==> src/rtl/mul_seq_ctrl.sv <==
// Sequencer for a multi-cycle shift-add multiplier (mul/mulh/mulhu) that stalls the pipeline until the product is ready.
// Optional feature: define MUL_ZERO_BYPASS_EN to finish zero-operand multiplies in one cycle.
module mul_seq_ctrl #(
   parameter int XLEN = 32,
   parameter int BPC  = 1
) (
   input  logic            clk,
   input  logic            rst_n,
   input  logic            start,
   input  logic [3:0]      aluop,
   input  logic [XLEN-1:0] opa,
   input  logic [XLEN-1:0] opb,
   input  logic            flush,
   output logic            stall_EX,
   output logic            busy,
   output logic            done,
   output logic [XLEN-1:0] result
);

   localparam int N  = XLEN / BPC;
   localparam int CW = $clog2(N + 1);
   localparam int AW = 2 * XLEN + BPC;

   typedef enum logic [1:0] {IDLE, RUN, FIX, DONE} state_t;

   state_t            state_q;
   logic [CW-1:0]     cnt_q;
   logic [AW-1:0]     acc_q;
   logic [AW-1:0]     acc_d;
   logic [AW-1:0]     partial;
   logic [XLEN-1:0]   mcand_q;
   logic [XLEN-1:0]   result_q;
   logic [1:0]        op_q;
   logic              neg_q;
   logic              done_q;

   logic              isMulOp;
   logic              isMulh;
   logic              go;
   logic [XLEN-1:0]   absA;
   logic [XLEN-1:0]   absB;
   logic [XLEN-1:0]   mcandIn;
   logic [XLEN-1:0]   mplierIn;
   logic [2*XLEN-1:0] prodFix;
   logic [XLEN-1:0]   resultFix;
`ifdef MUL_ZERO_BYPASS_EN
   logic              zeroOp;
`endif

   // The accumulator keeps BPC spare bits above the product so the add before each shift never drops a carry.
   always_comb begin
      isMulOp   = (aluop == 4'b0101) || (aluop == 4'b0110) || (aluop == 4'b0111);
      isMulh    = (aluop == 4'b0110);
      go        = start && isMulOp && !flush;
      absA      = opa[XLEN-1] ? -opa : opa;
      absB      = opb[XLEN-1] ? -opb : opb;
      mcandIn   = isMulh ? absA : opa;
      mplierIn  = isMulh ? absB : opb;
      partial   = AW'(acc_q[BPC-1:0]) * AW'(mcand_q);
      acc_d     = (acc_q + (partial << XLEN)) >> BPC;
      prodFix   = ((op_q == 2'b10) && neg_q) ? -acc_q[2*XLEN-1:0] : acc_q[2*XLEN-1:0];
      resultFix = (op_q == 2'b01) ? prodFix[XLEN-1:0] : prodFix[2*XLEN-1:XLEN];
      stall_EX  = (state_q == RUN) || (state_q == FIX) ||
                  (((state_q == IDLE) || (state_q == DONE)) && go);
   end

`ifdef MUL_ZERO_BYPASS_EN
   assign zeroOp = (opa == '0) || (opb == '0);
`endif

   always_ff @(posedge clk or negedge rst_n) begin
      if (!rst_n) begin
         state_q  <= IDLE;
         cnt_q    <= '0;
         acc_q    <= '0;
         mcand_q  <= '0;
         result_q <= '0;
         op_q     <= '0;
         neg_q    <= 1'b0;
         done_q   <= 1'b0;
      end else begin
         done_q <= 1'b0;
         case (state_q)
            IDLE, DONE: begin
               if (go) begin
                  state_q <= RUN;
                  cnt_q   <= CW'(N);
                  acc_q   <= AW'(mplierIn);
                  mcand_q <= mcandIn;
                  op_q    <= aluop[1:0];
                  neg_q   <= isMulh && (opa[XLEN-1] ^ opb[XLEN-1]);
`ifdef MUL_ZERO_BYPASS_EN
                  if (zeroOp) begin
                     state_q  <= DONE;
                     result_q <= '0;
                     done_q   <= 1'b1;
                  end
`endif
               end else begin
                  state_q <= IDLE;
               end
            end
            RUN: begin
               if (flush) begin
                  state_q <= IDLE;
               end else begin
                  acc_q <= acc_d;
                  cnt_q <= cnt_q - CW'(1);
                  if (cnt_q == CW'(1)) state_q <= FIX;
               end
            end
            FIX: begin
               if (flush) begin
                  state_q <= IDLE;
               end else begin
                  result_q <= resultFix;
                  done_q   <= 1'b1;
                  state_q  <= DONE;
               end
            end
            default: state_q <= IDLE;
         endcase
      end
   end

   assign busy   = (state_q != IDLE);
   assign done   = done_q;
   assign result = result_q;

endmodule

==> config.mk <==
export PLATFORM = sky130hd
export DESIGN_NAME = mul_seq_ctrl
export DESIGN_NICKNAME = d
export VERILOG_FILES = /design/src/rtl/mul_seq_ctrl.sv
export SDC_FILE = /design/constraint.sdc
export NUM_CORES = 1
export LEC_CHECK = 0
export CAP_MARGIN = 40
export CORE_ASPECT_RATIO = 0.5
export CORE_UTILIZATION = 30
export CTS_CLUSTER_DIAMETER = 120
export DETAILED_ROUTE_END_ITERATION = 10
export SYNTH_ARGS = -nofsm -noshare
export SYNTH_HDL_FRONTEND = slang
export SYNTH_SLANG_ARGS = --single-unit
==> constraint.sdc <==
create_clock -name clk -period 6.45 [get_ports clk]
set_clock_uncertainty 0.15 [all_clocks]
set_input_delay 0.645 -clock clk [delete_from_list [all_inputs] [get_ports clk]]
set_output_delay 0.645 -clock clk [all_outputs]
set_load 0.01 [all_outputs]
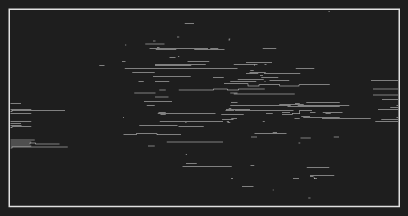
(images/met3.png)
Scale: 1.5 px per um.
- nets with wire on the layer: 99
- longest straight run: 75.0 um
vias: 8870
final wirelength: 29300 um
met3 usage: 2.89%

==> results_slide.txt <==
Flow Results at a Glance

Final layout
  • Non-clk invs: 34
  • Layout clock area frac: 4.95%
  • Top class by area: logic gates
  • Post-route cell area: between 10000 and 15000 um2
  • Area Growth Syn to Fin: 20.2%
  • Comb area share: 50.4%
  • Gate Area: 6010 um2
  • Number of non-clock buffers: between 100 and 150
  • Most numerous logic cells after layout: nand2_1, o21ai_0, dfrtp_1, clkdlybuf4s50_1, a21oi_1
  • Cell Count, Final, Fillers Out: between 1500 and 2000
  • Biggest register: acc_q
  • Multi-In Gates: about 980
  • Layout cells sized above 1: under 10%
  • Seq/total area: 29.4%
  • Nets@finish: approximately 1400
  • Largest register FFs: between 60 and 70
  • Top cell excl fill/tap: nand2_1

Synthesis
  • Chip Area, Yosys: 9910 um2
  • Syn Area/Cell: about 8 um2
  • Main flop type: dfrtp_1
  • # Cells Yosys: 1221
  • Cell type with the largest total area: dfrtp_1
  • Seq/Total Area, Yosys: 35.4%
  • Synth logic family: AND-OR/OR-AND gates
  • AO/OA Area Share: between 20% and 30%
  • Floorplan Nets: 1334
  • Xor/xnor share of the synthesized area: 9.64%
  • Netlist cell types: around 77

Route
  • Met2 Routed Length: ~13000 um
  • M1 WL: roughly 14000 um
  • Vias per cell: 5.11
  • Drt drc: 0
  • Starting DRT DRC Count: just over 800
  • Routed Antenna Nets: 0

GRT
  • First-pass GRT wire length: 46400 um
  • Overflow after GRT: 0
  • Via count of the first global-routing pass: between 8000 and 9000
  • GRT busiest layer: met2

Worst setup path
  • Slowest library cell on the worst path: dfrtp_1
  • Crit path DRT: 6.61 ns
  • CP Depth: 12
  • Worst setup path startpoint: acc_q[0]
  • Setup crit start kind: register
  • Worst setup endpoint: acc_q[59]
  • Crit path capture type: register
  • CP Data Arrival Time: between 3 and 4 ns
  • Setup CP Type: register to register

Placed design
  • Setup WS pre-CTS: about 2.9 ns
  • RD Place Congestion: 0.912
  • Post-DP Area: roughly 11000 um2

Timing
  • FMAX: ~290 MHz
  • Final WS setup: between 2 and 3 ns
  • Worst slew pin tran: between 0.8 and 0.9 ns
  • RSZ-0062 raised after global routing: no
  • Final hold viol count: 0
  • Slew Limit Fails: 0
  • Max-Slew Margin vs Limit: a little under half
  • Min Hold Slack: roughly 0.095 ns

Die
  • Core ar.: 32100 um2
  • Die Size: ~34000 um2
  • Die Width: 259 um
  • FP Rows: 46
  • IO Pins: between 100 and 150

Flow run
  • Max cap viols: 0

Clock tree
  • Root Driver: clkbuf_16
  • Post-CTS setup buffers: 0
  • Clk sink count: around 140
  • Worst-path clk slew: about 0.060 ns
  • CTS buffer count: 17
  • Post-cts gate resize count: 0
  • CTS Hold Bufs: 0
  • H-tree Lvls: 4
  • CTS tree: done

Power and ir drop
  • Comb power frac: between 15 and 20%
  • Pwr/cell area: ~220 nW/um2
  • Clock share of power: a little under two fifths

Outcome
  • Outcome: completed
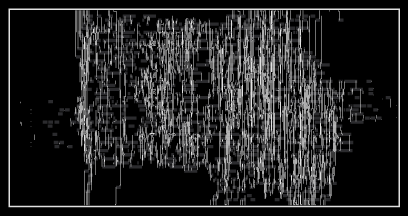
(images/met2.png)
Scale: 1.5 px per um.
- main direction: vertical
- wire length on this layer: 12700 um
- longest straight run: 75.8 um
- share of all routed wire: 43%
- nets with wire on the layer: 1050
met2 usage in global routing: 26.8%

No activity file was given, so power comes from the tool's default toggle rates.
